## src/rtl/inpkt_header_dispatch.sv

```systemverilog
// Input packet front stage: parses the 8-byte header, forwards payload bytes with an end marker,
// and verifies the trailing inverted 32-bit byte-sum checksum.
module inpkt_header_dispatch #(
    parameter logic [7:0]  VERSION       = 8'd2,
    parameter logic [7:0]  PKT_TYPE_MASK = 8'h03,
    parameter int unsigned PKT_MAX_LEN   = 65536
) (
    input  logic        CLK,
    input  logic        RESET,
    input  logic [7:0]  din,
    input  logic        wr_en,
    output logic        full,
    output logic [7:0]  dout,
    output logic        dout_wr_en,
    output logic        dout_pkt_end,
    input  logic        dst_full,
    output logic [7:0]  pkt_type,
    output logic [15:0] pkt_id,
    output logic        pkt_done,
    output logic        err_ver,
    output logic        err_type,
    output logic        err_len,
    output logic        err_cksum
);

    typedef enum logic [1:0] {S_HEADER, S_DATA, S_CKSUM, S_ERROR} state_t;

    state_t      state, state_nx;
    logic [2:0]  hdr_cnt;
    logic [23:0] pkt_len;
    logic [23:0] data_cnt;
    logic [1:0]  ck_cnt;
    logic        ck_bad;
    logic [31:0] sum;

    logic        accept;
    logic        last_data;
    logic        ck_byte_bad;
    logic [23:0] len_full;
    logic [31:0] ck_expect;
    logic        type_bad;
    logic        len_bad;
    logic        set_ver, set_type, set_len, set_ck, ck_ok;

    assign full        = RESET || (state == S_ERROR) || ((state == S_DATA) && dst_full);
    assign accept      = wr_en && !full;
    assign len_full    = {din, pkt_len[15:0]};
    assign last_data   = (data_cnt == pkt_len - 24'd1);
    assign ck_expect   = ~sum;
    assign ck_byte_bad = (din != ck_expect[{ck_cnt, 3'b000} +: 8]);
    assign type_bad    = (din[7:3] != 5'd0) || !PKT_TYPE_MASK[din[2:0]];
    assign len_bad     = (len_full == 24'd0) || (32'(len_full) > PKT_MAX_LEN);

    always_ff @(posedge CLK) begin
        if (RESET) state <= S_HEADER;
        else       state <= state_nx;
    end

    // Header checks fire on the accept cycle of the byte concerned; any error is terminal.
    always_comb begin
        state_nx = state;
        set_ver  = 1'b0;
        set_type = 1'b0;
        set_len  = 1'b0;
        set_ck   = 1'b0;
        ck_ok    = 1'b0;
        case (state)
            S_HEADER: begin
                if (accept) begin
                    case (hdr_cnt)
                        3'd0:    set_ver  = (din != VERSION);
                        3'd1:    set_type = type_bad;
                        3'd4:    set_len  = len_bad;
                        3'd7:    state_nx = S_DATA;
                        default: ;
                    endcase
                    if (set_ver || set_type || set_len) state_nx = S_ERROR;
                end
            end
            S_DATA: begin
                if (accept && last_data) state_nx = S_CKSUM;
            end
            S_CKSUM: begin
                if (accept && (ck_cnt == 2'd3)) begin
                    if (ck_bad || ck_byte_bad) begin
                        set_ck   = 1'b1;
                        state_nx = S_ERROR;
                    end else begin
                        ck_ok    = 1'b1;
                        state_nx = S_HEADER;
                    end
                end
            end
            S_ERROR: ;
            default: state_nx = S_HEADER;
        endcase
    end

    always_ff @(posedge CLK) begin
        if (RESET) begin
            hdr_cnt      <= 3'd0;
            pkt_len      <= 24'd0;
            data_cnt     <= 24'd0;
            ck_cnt       <= 2'd0;
            ck_bad       <= 1'b0;
            sum          <= 32'd0;
            dout         <= 8'd0;
            dout_wr_en   <= 1'b0;
            dout_pkt_end <= 1'b0;
            pkt_type     <= 8'd0;
            pkt_id       <= 16'd0;
            pkt_done     <= 1'b0;
            err_ver      <= 1'b0;
            err_type     <= 1'b0;
            err_len      <= 1'b0;
            err_cksum    <= 1'b0;
        end else begin
            dout_wr_en   <= 1'b0;
            dout_pkt_end <= 1'b0;
            pkt_done     <= ck_ok;
            err_ver      <= err_ver   | set_ver;
            err_type     <= err_type  | set_type;
            err_len      <= err_len   | set_len;
            err_cksum    <= err_cksum | set_ck;
            if (accept) begin
                case (state)
                    S_HEADER: begin
                        sum      <= sum + 32'(din);
                        hdr_cnt  <= hdr_cnt + 3'd1;
                        data_cnt <= 24'd0;
                        ck_cnt   <= 2'd0;
                        ck_bad   <= 1'b0;
                        case (hdr_cnt)
                            3'd1:    pkt_type        <= din;
                            3'd2:    pkt_len[7:0]    <= din;
                            3'd3:    pkt_len[15:8]   <= din;
                            3'd4:    pkt_len[23:16]  <= din;
                            3'd6:    pkt_id[7:0]     <= din;
                            3'd7:    pkt_id[15:8]    <= din;
                            default: ;
                        endcase
                    end
                    S_DATA: begin
                        sum          <= sum + 32'(din);
                        dout         <= din;
                        dout_wr_en   <= 1'b1;
                        dout_pkt_end <= last_data;
                        data_cnt     <= data_cnt + 24'd1;
                    end
                    S_CKSUM: begin
                        // The sum is cleared here so the next header starts from zero.
                        ck_cnt <= ck_cnt + 2'd1;
                        ck_bad <= ck_bad | ck_byte_bad;
                        if (ck_cnt == 2'd3) sum <= 32'd0;
                    end
                    default: ;
                endcase
            end
        end
    end

endmodule
```

## config.mk

```make
export PLATFORM = sky130hd
export DESIGN_NAME = inpkt_header_dispatch
export DESIGN_NICKNAME = d
export VERILOG_FILES = /design/src/rtl/inpkt_header_dispatch.sv
export SDC_FILE = /design/constraint.sdc
export NUM_CORES = 1
export LEC_CHECK = 0
export CAP_MARGIN = 30
export CELL_PAD_IN_SITES_DETAIL_PLACEMENT = 0
export CELL_PAD_IN_SITES_GLOBAL_PLACEMENT = 1
export CORE_MARGIN = 3
export CORE_UTILIZATION = 35
export DETAILED_ROUTE_END_ITERATION = 12
export GPL_ROUTABILITY_DRIVEN = 1
export PLACE_DENSITY = 0.64
export SYNTH_ARGS = -nofsm -noshare
export SYNTH_HDL_FRONTEND = slang
export SYNTH_SLANG_ARGS = --single-unit
```

## constraint.sdc

```tcl
create_clock -name CLK -period 3.45 [get_ports CLK]
set_clock_uncertainty 0.1 [all_clocks]
set_input_delay 1.035 -clock CLK [delete_from_list [all_inputs] [get_ports CLK]]
set_output_delay 1.035 -clock CLK [all_outputs]
set_load 0.01 [all_outputs]
```

==> flow report <==
RUN STATUS
-------------------------------------------------------------------------------------
Outcome                                                                  complete, no violations

ROUTING
-------------------------------------------------------------------------------------
Initial DRC count                                                                 293
Routed wl met2                                                                9.97 mm
Initial DRT Pass Iterations                                                         4
Final routed wire length divided by cell count                                16.7 µm
# DRC                                                                               0
Met1 layer wirelength in the final routing                                    9.27 mm
Via density                                                                      5.22

PWR
-------------------------------------------------------------------------------------
Net load switching power                                                      1.30 mW
Internal                                                                      2.91 mW
Maximum ir drop on the vdd rail                                              0.379 mV
Static leakage power                                                          3.08 nW
Power of the clock network                                                    1.75 mW
Clk pwr share                                                                   41.6%
Power per cell area                                                        489 mW/mm²
Combinational cell power                                                     0.891 mW

WORST SETUP PATH
-------------------------------------------------------------------------------------
Worst setup endpoint                                                          sum[13]
Cell-by-cell listing of the critical path                                clkdlybuf4s50_1 > buf_4 > ha_1 > a21o_1 > a21oi_2 > o21bai_1 > a2111o_1 > a31oi_4 > buf_2 > nor3b_1 > xnor2_1 > nor2_1
Stage delay of the slowest cell on the critical path                          0.47 ns
Reg2reg end                                                                  state[1]
Slowest cell on crit path                                                sky130_fd_sc_hd__clkdlybuf4s50_1
Critical Setup Path Class                                                primary input to flop
Required @ worst endpoint                                                     3.66 ns
Maximum fanout count along the critical path                                        7

SYNTH
-------------------------------------------------------------------------------------
Dominant Register Cell                                                   sky130_fd_sc_hd__dfxtp_1
Sequential area share after synthesis                                           36.8%
Share of the synthesized area in the top cell type                              36.8%
Commonest cells post-synth                                               127 x sky130_fd_sc_hd__dfxtp_1, 107 x sky130_fd_sc_hd__nand2_1, 90 x sky130_fd_sc_hd__nor2_1
Yosys reg bits                                                                    127
Leading post-synthesis cells by cell area                                sky130_fd_sc_hd__dfxtp_1 37%, sky130_fd_sc_hd__xnor2_1 6.1%, sky130_fd_sc_hd__a21oi_1 5.9%, sky130_fd_sc_hd__nand2_1 5.8%, sky130_fd_sc_hd__nor2_1 4.9%
Avg Cell Area, Syn                                                           8.10 µm²
Unique cell type count in the Yosys netlist                                        69
Area leader, netlist                                                     sky130_fd_sc_hd__dfxtp_1
Ys cells                                                                          853

FINAL LAYOUT
-------------------------------------------------------------------------------------
Diode insertion count for antenna repair                                            0
Most frequent standard cell in the layout excluding fill and tap cells   sky130_fd_sc_hd__dfxtp_1
Post-layout instance count excluding filler cells                               1,204
Signed area change from the synthesized netlist to the final layout             24.8%

CLOCKING
-------------------------------------------------------------------------------------
Number of hold-repair buffers added at the cts stage                                0
Number of clock buffers inserted by TritonCTS                                      17
H-tree levels                                                                       4
Clock latency on the worst-skew pair                                          0.42 ns
Worst-path clk slew                                                           0.06 ns
Clock root buffer master                                                 sky130_fd_sc_hd__clkbuf_16
TritonCTS clock tree                                                              yes

GRT
-------------------------------------------------------------------------------------
Number of antenna violations at the first check in global routing                   0
Number of global-route vias before repair                                       6,269
Wire length of the first global-routing pass                                  32.4 mm

STA
-------------------------------------------------------------------------------------
Tightest Pin Transition                                                      0.650 ns
Number of failing setup endpoints in the final timing report                        0
Number of max-slew violations in the final report                                   0
Worst hold slack after final layout                                          0.356 ns
Final hold viol count                                                               0
Total negative slack for setup checks                                            0 ns
Setup repair after global routing missed its margin                               yes
Max-slew headroom                                                               56.7%

PLACED DESIGN
-------------------------------------------------------------------------------------
Total instance count after detailed placement                                   1,171
Routability congestion estimate from global placement                           0.837
Hpwl dp                                                                       14.6 mm

FLOORPLAN
-------------------------------------------------------------------------------------
Total I/O pin count                                                                52
Horizontal die dimension                                                       146 µm
Die Height                                                                     146 µm

FLOW RUN
-------------------------------------------------------------------------------------
Count of tool warnings                                                             35
Tally of max-capacitance violations                                                 0

MIN PATH
-------------------------------------------------------------------------------------
Min-Delay Endpoint                                                            dout[0]

## metal layers
layer	vias up	track usage, %
met5	-	0
met4	0	5.55
met3	24	3.91
met2	85	33.1
met1	3037	22.9
li1	3139	-
## state kept, by name (all words and copies together), names as in the netlist
register / flops
ck_cnt: 2
pkt_id: 16
hdr_cnt: 3
sum: 32
data_cnt: 24
err_len: 1
dout_pkt_end: 1
err_ver: 1
pkt_len: 24
state: 2
pkt_type: 8
ck_bad: 1
pkt_done: 1
dout: 8
err_cksum: 1
err_type: 1
dout_wr_en: 1
## per-stage QoR
| stage | power, mW | area [µm²] | setup slack, ns | util [%] |
|---|---|---|---|---|
| final | 4.22 | 8620 | 0.106 | 45.3 |
| after global routing | 4.42 | 8620 | -0.0337 | 45.3 |
| after CTS | 4.24 | 8580 | 0.0336 | 45.1 |
| after detailed placement | 2.48 | 8010 | -0.447 | 42.1 |
| after global placement | 2.46 | 8010 | -0.433 | 42.1 |
| after floorplan | 2.14 | 6910 | 0.103 | - |
## logic make-up (layout without fill, tap and decap cells)
group                    count (synthesis)  count (layout)  synth area share [%]
AND/OR/NAND/NOR                        369             369                  26.4
AND-OR/OR-AND                          152             152                  13.3
flip-flops                             127             127                  36.8
XOR/XNOR                                75              75                  9.51
buffers and inverters                   71             162                  4.22
multiplexers                            36              36                  5.47
adder cells (fa/ha/maj)                 23              23                  4.27
## worst register-to-register path: cells and delay by family, from the launching register on
kind            cells  cell delay, ns
buf+inv             2            0.29
flops               1            0.37
fa+ha+maj           1            0.26
mux                 1            0.14
simple gates        5            1.09
compound gates      2            0.65
## area by class of cell
class	count	area, µm²	area share [%]
clock buffers	17	425	4.93
multi-input cells	655	4120	47.7
inverters	16	60.1	0.697
repair buffers	114	1000	11.6
well taps	260	325	3.77
flip-flops and latches	127	2540	29.5
clock inverters	15	150	1.74
### Met2 routing

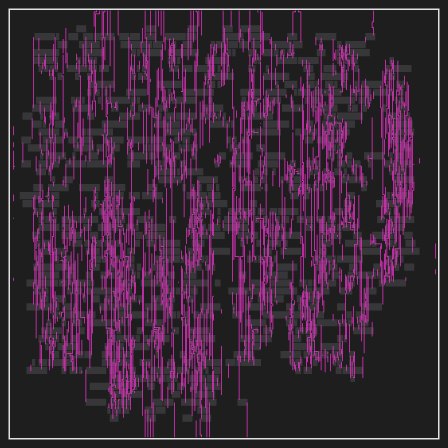
longest straight run: 64.6 µm
main direction: vertical
share of all routed wire: 50%
nets with wire on the layer: 799
wire length on this layer: 9,970 µm
GRT met2 Usage: 33.1%
Total Wirelength: 20.1 mm
vias after detailed routing: 6,285

### Placement density heat map

The die is cut into 15 by 15 equal tiles; white is low, dark blue is high, 0 to 100% covered.
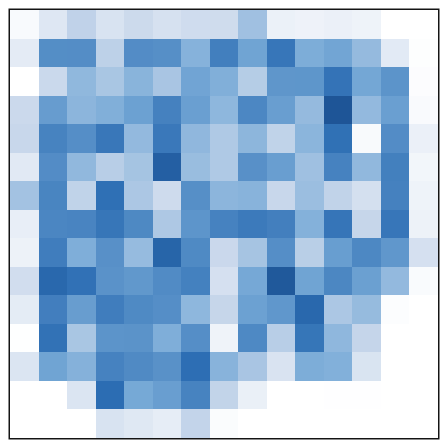
mean over tiles: 39%
emptiest ninth of the die: south-east
fullest tile: 85%
densest ninth of the die: center
final cell utilization of the core: 45.3%
core utilization before placement: 36.3%

### Metal 1

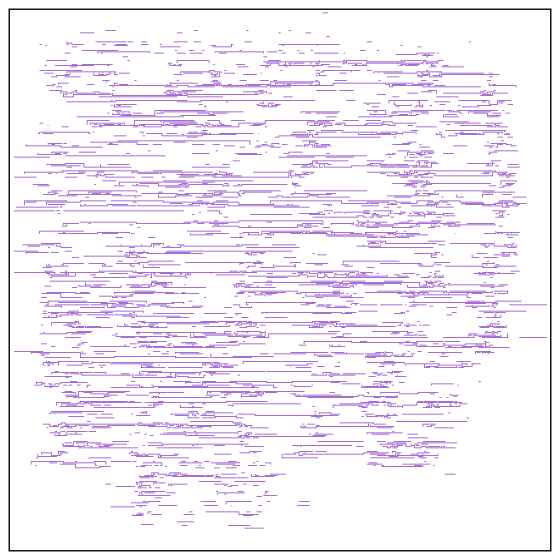
main direction: horizontal
nets with wire on the layer: 912

### Sequential cells colored by netlist name

Other sequential cells in the stronger gray, the rest of the logic in the fainter gray.
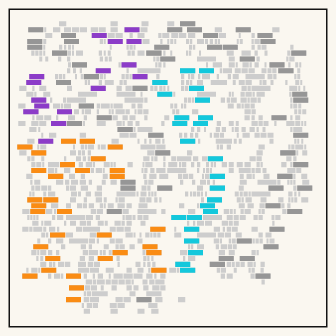
[orange] `sum` | sequential cells: 32
[cyan] `pkt_len` | sequential cells: 24
[purple] `pkt_id` | sequential cells: 16 | where: north-west
sequential fraction of total cell area: 29.5%
area of all sequential standard cells: 0.00254 mm²
seq pwr: 1.57 mW

### Cell outlines without signal wires

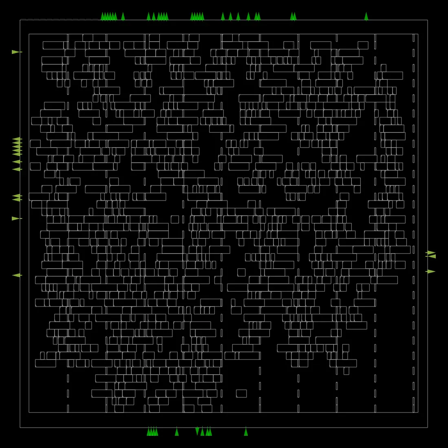
number of placement rows: 50
placeable core region: 0.0190 mm²
Well Taps: 260
Fill cells: 1,899

Power is estimated from default activity; no workload was simulated.
